<file path="src/rtl/ctrl_pulse_rx.sv">
// rtl/ctrl_pulse_rx.sv - clk_dest receiver turning synchronized control levels into queued events (option: CTRL_PULSE_RX_FILTER_EN)
module ctrl_pulse_rx #(
    parameter int CNT_W      = 4,
    parameter int HIGH_W     = 8,
    parameter int MAX_HIGH   = 200,
    parameter int FILTER_LEN = 3
) (
    input  logic             clk_dest,
    input  logic             rst_dest_n,
    input  logic             ctrl_lvl_i,
    output logic             evt_valid_o,
    input  logic             evt_ready_i,
    output logic             evt_pulse_o,
    output logic [CNT_W-1:0] pend_cnt_o,
    output logic             ovf_o,
    output logic             stuck_o,
    input  logic             clr_err_i
);

    typedef enum logic [1:0] {S_IDLE, S_HIGH, S_STUCK} state_t;

    generate
        if (FILTER_LEN < 1) begin : g_bad_filter
            $error("ctrl_pulse_rx: FILTER_LEN must be >= 1");
        end
        if (MAX_HIGH >= (1 << HIGH_W)) begin : g_bad_high
            $error("ctrl_pulse_rx: MAX_HIGH must fit in HIGH_W bits");
        end
    endgenerate

    logic              lvl_f;
    logic              lvl_q;
    logic              rise;
    state_t            state, state_nxt;
    logic [HIGH_W-1:0] hi_cnt, hi_nxt;
    logic              inc;
    logic              dec;
    logic              full;
    logic              stuck_set;
    logic              ovf_set;

`ifdef CTRL_PULSE_RX_FILTER_EN
    localparam int FLT_W = $clog2(FILTER_LEN + 1);
    logic [FLT_W-1:0] flt_cnt;

    // lvl_f flips only once the input has disagreed with it FILTER_LEN cycles in a row
    always_ff @(posedge clk_dest or negedge rst_dest_n) begin
        if (!rst_dest_n) begin
            lvl_f   <= 1'b0;
            flt_cnt <= '0;
        end else if (ctrl_lvl_i != lvl_f) begin
            if (flt_cnt == FLT_W'(FILTER_LEN - 1)) begin
                lvl_f   <= ctrl_lvl_i;
                flt_cnt <= '0;
            end else begin
                flt_cnt <= flt_cnt + 1'b1;
            end
        end else begin
            flt_cnt <= '0;
        end
    end
`else
    always_ff @(posedge clk_dest or negedge rst_dest_n) begin
        if (!rst_dest_n) begin
            lvl_f <= 1'b0;
        end else begin
            lvl_f <= ctrl_lvl_i;
        end
    end
`endif

    assign rise = lvl_f & ~lvl_q;

    always_ff @(posedge clk_dest or negedge rst_dest_n) begin
        if (!rst_dest_n) begin
            lvl_q  <= 1'b0;
            state  <= S_IDLE;
            hi_cnt <= '0;
        end else begin
            lvl_q  <= lvl_f;
            state  <= state_nxt;
            hi_cnt <= hi_nxt;
        end
    end

    // hi_cnt holds the number of high cycles already completed, so the rise cycle loads 1
    always_comb begin
        state_nxt = state;
        hi_nxt    = hi_cnt;
        inc       = 1'b0;
        stuck_set = 1'b0;
        case (state)
            S_IDLE: begin
                hi_nxt = '0;
                if (rise) begin
                    inc       = 1'b1;
                    state_nxt = S_HIGH;
                    hi_nxt    = HIGH_W'(1);
                end
            end
            S_HIGH: begin
                if (!lvl_f) begin
                    state_nxt = S_IDLE;
                    hi_nxt    = '0;
                end else if (hi_cnt == HIGH_W'(MAX_HIGH)) begin
                    state_nxt = S_STUCK;
                    stuck_set = 1'b1;
                end else begin
                    hi_nxt = hi_cnt + 1'b1;
                end
            end
            S_STUCK: begin
                if (!lvl_f) begin
                    state_nxt = S_IDLE;
                    hi_nxt    = '0;
                end
            end
            default: begin
                state_nxt = S_IDLE;
                hi_nxt    = '0;
            end
        endcase
    end

    assign evt_valid_o = (pend_cnt_o != '0);
    assign dec         = evt_valid_o & evt_ready_i;
    assign full        = &pend_cnt_o;
    assign ovf_set     = inc & ~dec & full;

    always_ff @(posedge clk_dest or negedge rst_dest_n) begin
        if (!rst_dest_n) begin
            pend_cnt_o  <= '0;
            evt_pulse_o <= 1'b0;
            ovf_o       <= 1'b0;
            stuck_o     <= 1'b0;
        end else begin
            evt_pulse_o <= inc;
            if (inc && !dec && !full) begin
                pend_cnt_o <= pend_cnt_o + 1'b1;
            end else if (dec && !inc) begin
                pend_cnt_o <= pend_cnt_o - 1'b1;
            end
            // a set in the same cycle as clr_err_i keeps the flag high
            ovf_o   <= ovf_set   | (ovf_o   & ~clr_err_i);
            stuck_o <= stuck_set | (stuck_o & ~clr_err_i);
        end
    end

endmodule

</file>
<file path="config.mk">
export PLATFORM = sky130hd
export DESIGN_NAME = ctrl_pulse_rx
export DESIGN_NICKNAME = d
export VERILOG_FILES = /design/src/rtl/ctrl_pulse_rx.sv
export SDC_FILE = /design/constraint.sdc
export NUM_CORES = 1
export LEC_CHECK = 0
export CAP_MARGIN = 20
export CORE_ASPECT_RATIO = 0.9
export CORE_MARGIN = 4
export CORE_UTILIZATION = 53
export CTS_CLUSTER_DIAMETER = 200
export DETAILED_ROUTE_END_ITERATION = 7
export PLACE_DENSITY = 0.77
export SYNTH_ARGS = -nofsm -noshare
export SYNTH_HDL_FRONTEND = slang
export SYNTH_SLANG_ARGS = --single-unit
</file>
<file path="constraint.sdc">
create_clock -name clk_dest -period 2.78 [get_ports clk_dest]
set_input_delay 0.695 -clock clk_dest [delete_from_list [all_inputs] [get_ports clk_dest]]
set_output_delay 0.695 -clock clk_dest [all_outputs]
set_load 0.01 [all_outputs]
</file>
==> flow_summary.yaml, run 1 <==
# yosys + openroad results
run_status:
  status: "finished, final reports clean"
final_timing:
  hold_viol: 0
  fin_worst_skew_ns: 0.00198
  fin_crit_ns: 2.61
  fin_setup_tns_ns: 0
  rsz0062_at_grt: "no"
  worstMarginPinSlew_ns: 0.542
logic_synthesis:
  synth_area_um2: 1030
  largest_area_cell: "dfrtp_1"
  yosys_area_um2: 1030
  synth_cell_types: 40
  ys.flops: 19
  synth_cells: 89
  top_cell_area_share: 0.460
  yosys_warnings: 0
  ys_seq_share: 0.460
setup_path:
  end_kind: "output port"
  critPathKind: "reg2out"
  crit_fanout: 8
  startpoint: "pend_cnt_o[1]"
  r2r_cells: 7
  endpoint: "evt_valid_o"
  r2r_start: "pend_cnt_o[1]"
  reg2reg_to: "pend_cnt_o[3]"
  crit_required_ns: 2.09
global_route:
  grt.overflow.total: 0
  use_met3: 0.0633
  grt_pass1_wl_um: 3440
  use_met2: 0.241
  track_usage: 0.176
  grt_pass1_vias: 731
pwr:
  p_seq_frac: 0.469
  powerSeq_mw: 0.395
  power.internal_mw: 0.559
  clkPwrFrac: 0.165
  finalPower_mw: 0.843
  power_density_nw_per_um2: 688
  p_leak_nw: 0.543
  p_sw_mw: 0.284
  power.group.top: "sequential cells"
  p_comb_frac: 0.366
finish:
  nNonClkBuffers: 14
  fin_nets: 118
  final_cell_mix: "dfrtp_1 (19), clkdlybuf4s50_1 (12), xor2_1 (8), nor2_1 (6)"
  seqCellArea_um2: 475
  comb_area_share: 0.436
  combGateArea_um2: 534
  inverters: 5
  largestClassByArea: "multi-input combinational cells"
  seq-cell-share: 0.388
  flop-count: 19
  instances_no_fill: 131
  regMostFlops: "hi_cnt"
job:
  log.warning_count: 27
cts:
  path_clk_slew_ns: 0.11
  insertion_delay_ns: 0.30
  cts_htree_levels: 1
  clockBufferDepth: 2
  cts_resized: 0
  cts_setup_buffers: 0
  cts_made_buffers: 3
  ctsRootBufferMaster: "clkbuf_4"
detailed_routing:
  routed_via_density: 5.69
  wl_met1_um: 1010
  finalWirelength_um: 1950
  ant_nets: 0
  top_layer: "met4"
  met2_length_um: 846
  dr.pass1.iters: 4
die:
  rows: 14
  n_tap_cell: 24
  io_pins: 13
  fp_util: 0.590
  die_w_um: 54.5
  die_height_um: 49.9
placed_design:
  port_buffers: 12
  dpl.hpwl_um: 1460
  pre_cts_ws_ns: 0.153
  numPlacedInstances: 127
hold_path:
  holdPathEnd: "ovf_o"
==> run 1: kinds of logic (layout without fill, tap and decap cells) <==
group                      Yosys count  in the layout  share of synthesized area
AOI/OAI and AO/OA                   19             19                      0.153
xor gates and xnor gates             9              9                     0.0763
adders and majority gates            5              5                     0.0678
buffers and inverters                5             23                     0.0230
DFF                                 19             19                      0.460
muxes                                3              3                     0.0387
and+or+nand+nor                     29             29                      0.182
==> run 1: worst max-delay path: cells and delay by family (launching register included) <==
kind | cells | cell delay (ns)
DFF | 1 | 0.50
buffers and inverters | 1 | 0.50
and+or+nand+nor | 1 | 0.61
Fig. 1: run 1, cells by drive strength
Scale: 8 px per µm.
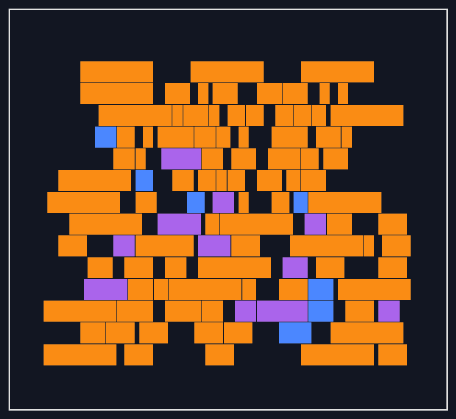
size	color	cells	share
drive 2	blue	7	6.5%
drive 3 to 4	purple	11	10%
drive 1 or less	orange	89	83%

Fig. 2: run 1, close-up of the layout
Window x 15 to 40, y 12 to 37 µm. Cells in gray, sequential cells in the stronger gray; small squares are vias.
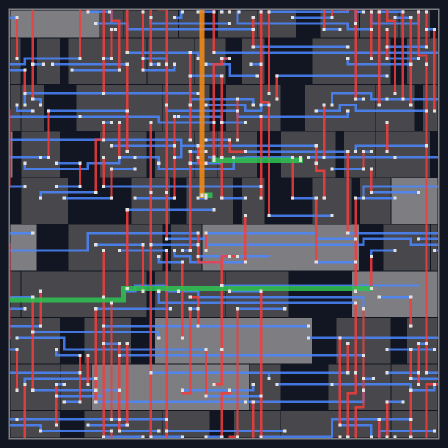
layer	color
met1	blue
met3	green
met4	orange
met2	red
netlist names of flops here include	`pend_cnt_o` (2)
cells with their middle in the window	60
most frequent	dfrtp_1 (5)
sequential cells in the window	5

Fig. 3: run 1, signal wires on met2
Scale: 6 px per µm.
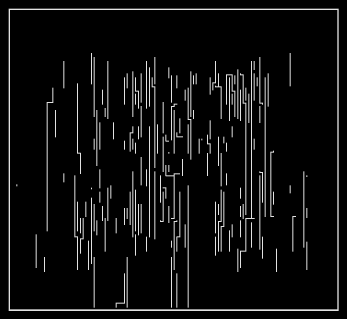
nets with wire on the layer	99
wire length on this layer	846 µm
longest straight run	26.2 µm
share of all routed wire	43%
main direction	vertical

Fig. 4: run 1, register map, names as in the netlist
Scale: 6 px per µm.
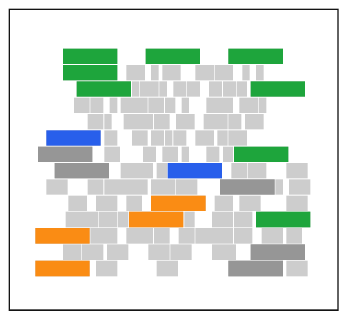
signal	color	placed flops
`hi_cnt`	green	8
`state`	blue	2
`pend_cnt_o`	orange	4
not colored	5

## Run 2: what changed since run 1
CORE_UTILIZATION = 30   (was 53)
PLACE_DENSITY = default   (was 0.77)
SKIP_LAST_GASP = 1   (was default)
clock period = 3.2 ns   (was 2.78 ns; I/O delays follow)
Fig. 5: run 2, track usage over the die
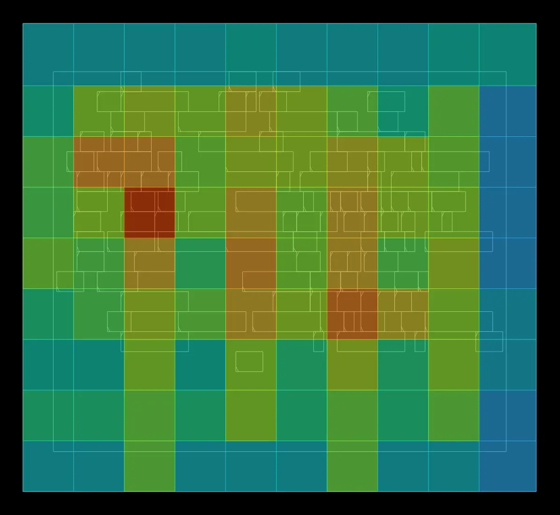
GRT busiest layer: met2
Util after Layout: 0.393
met3 Use GR: 0.0382
Total GRT Usage: 0.101
met2 GRT Util: 0.159

Fig. 6: run 2, signal wires on met2
Scale: 6 px per µm.
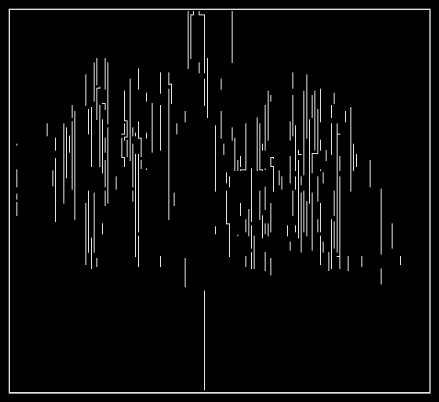
wire length on this layer	883 µm
main direction	vertical
share of all routed wire	45%
nets with wire on the layer	105

==> flow_summary.yaml, run 2 <==
# yosys + openroad results
run_status:
  status: "finished, final reports clean"
logic_synthesis:
  synth_area_um2: 1030
  yosys_warnings: 0
  ys_seq_share: 0.460
  fp_nets: 99
  largest_area_cell: "dfrtp_1"
  top_cells_by_area: "dfrtp_1 (46%), xor2_1 (6.8%), ha_1 (4.8%)"
  async_flop_share: 1.00
  yosys_area_um2: 1030
  synth_cells: 89
  ys_cells: 89
  top_cell_area_share: 0.460
  synth_cell_types: 40
  ys.flops: 19
  synthMostInstantiatedCell: "dfrtp_1"
  top_cells_by_count: "dfrtp_1 (19), xor2_1 (8), nor2_1 (6)"
detailed_routing:
  finalWirelength_um: 1970
  ant_nets: 0
  first_iter_violations: 71
  routed_via_density: 5.12
  drc: 0
  dr.pass1.iters: 4
final_timing:
  setup_ws_ns: 0.538
  fmax_mhz: 376
  rsz0062_at_grt: "no"
  fin_crit_ns: 2.66
  fin_setup_tns_ns: 0
  fin_worst_skew_ns: 0.00132
  slew_viol_final: 0
  hold_viol: 0
  worstMarginPinSlew_ns: 0.827
  period_used_share: 0.832
pwr:
  p_comb_frac: 0.344
  p_leak_nw: 0.541
  power.internal_mw: 0.526
  power.group.top: "sequential cells"
  comb-power_mw: 0.269
  finalPower_mw: 0.780
  p_seq_frac: 0.438
  clkPwrFrac: 0.218
  swShare: 0.326
  power_density_nw_per_um2: 623
  p_sw_mw: 0.254
  powerSeq_mw: 0.341
  irDropWorstVdd_mv: 0.404
setup_path:
  startpoint: "pend_cnt_o[1]"
  crit_required_ns: 2.40
  crit_fanout: 8
  r2r_cells: 7
  slowest_stage: "or4_4"
  end_kind: "output port"
  endpoint: "evt_valid_o"
  path_cells: "or4_4, clkdlybuf4s50_1"
  r2r_slack_ns: 0.77
  reg2reg_to: "pend_cnt_o[3]"
  critPathKind: "reg2out"
  r2r_start: "pend_cnt_o[1]"
placed_design:
  dpl.hpwl_um: 1430
  numPlacedInstances: 143
  pre_cts_ws_ns: 0.351
  place_congestion: 0.767
  port_buffers: 12
finish:
  comb_area_share: 0.427
  final_cell_mix: "dfrtp_1 (19), clkdlybuf4s50_1 (12), xor2_1 (8), nor2_1 (6)"
  area_growth_pct: 21.2
  layout_top_cell: "dfrtp_1"
  fillers: 316
  reg_top3: "hi_cnt: 8 flops, pend_cnt_o: 4 flops, state: 2 flops"
  inverters: 5
  seqCellArea_um2: 475
  fin_area_um2: 1250
  combGateArea_um2: 534
  drive_gt1_frac: 0.152
  fin_nets: 116
  seq-cell-share: 0.380
  largestClassByArea: "multi-input combinational cells"
  instances_no_fill: 147
  regMostFlops: "hi_cnt"
  flop-count: 19
  nNonClkBuffers: 12
die:
  die_height_um: 63.7
  n_tap_cell: 42
  fp_util: 0.324
  rows: 19
  die_area_um2: 4450
  die_w_um: 69.9
  io_pins: 13
cts:
  ctsRootBufferMaster: "clkbuf_8"
  insertion_delay_ns: 0.26
  path_clk_slew_ns: 0.07
  clock-sinks: 19
  cts_setup_buffers: 0
  cts_made_buffers: 3
  cts_htree_levels: 1
  cts_resized: 0
  cts_tree: "done"
  clockBufferDepth: 2
job:
  log.warning_count: 27
global_route:
  grt_pass1_wl_um: 3600
  grt.overflow.total: 0
  grt_pass1_vias: 813
  antenna_found_initial: 0
hold_path:
  holdPathEnd: "ovf_o"
  worstHoldPathCells: 1
run 2: worst max-delay path, delay by kind of cell, from the launching register on:
family                 cells  cell delay (ns)
AND/OR/NAND/NOR            1             0.60
buffers and inverters      1             0.51
flip-flops                 1             0.49
run 2: kinds of logic after synthesis:
logic type / count (synthesis) / share of synthesized area
flip-flops: 19 / 0.460
AND-OR/OR-AND: 19 / 0.153
adder cells (fa/ha/maj): 5 / 0.0678
buffers and inverters: 5 / 0.0230
multiplexers: 3 / 0.0387
XOR/XNOR: 9 / 0.0763
AND/OR/NAND/NOR: 29 / 0.182
run 2: layer usage:
metal / vias to the layer above / track usage / part of all wire
met2: 15 / 0.159 / 0.45
met1: 374 / 0.121 / 0.48
met5: - / 0 / 0
met3: 5 / 0.0382 / 0.049
li1: 358 / - / -
met4: 0 / 0.0502 / 0.019
No activity file was given, so power comes from the tool's default toggle rates.
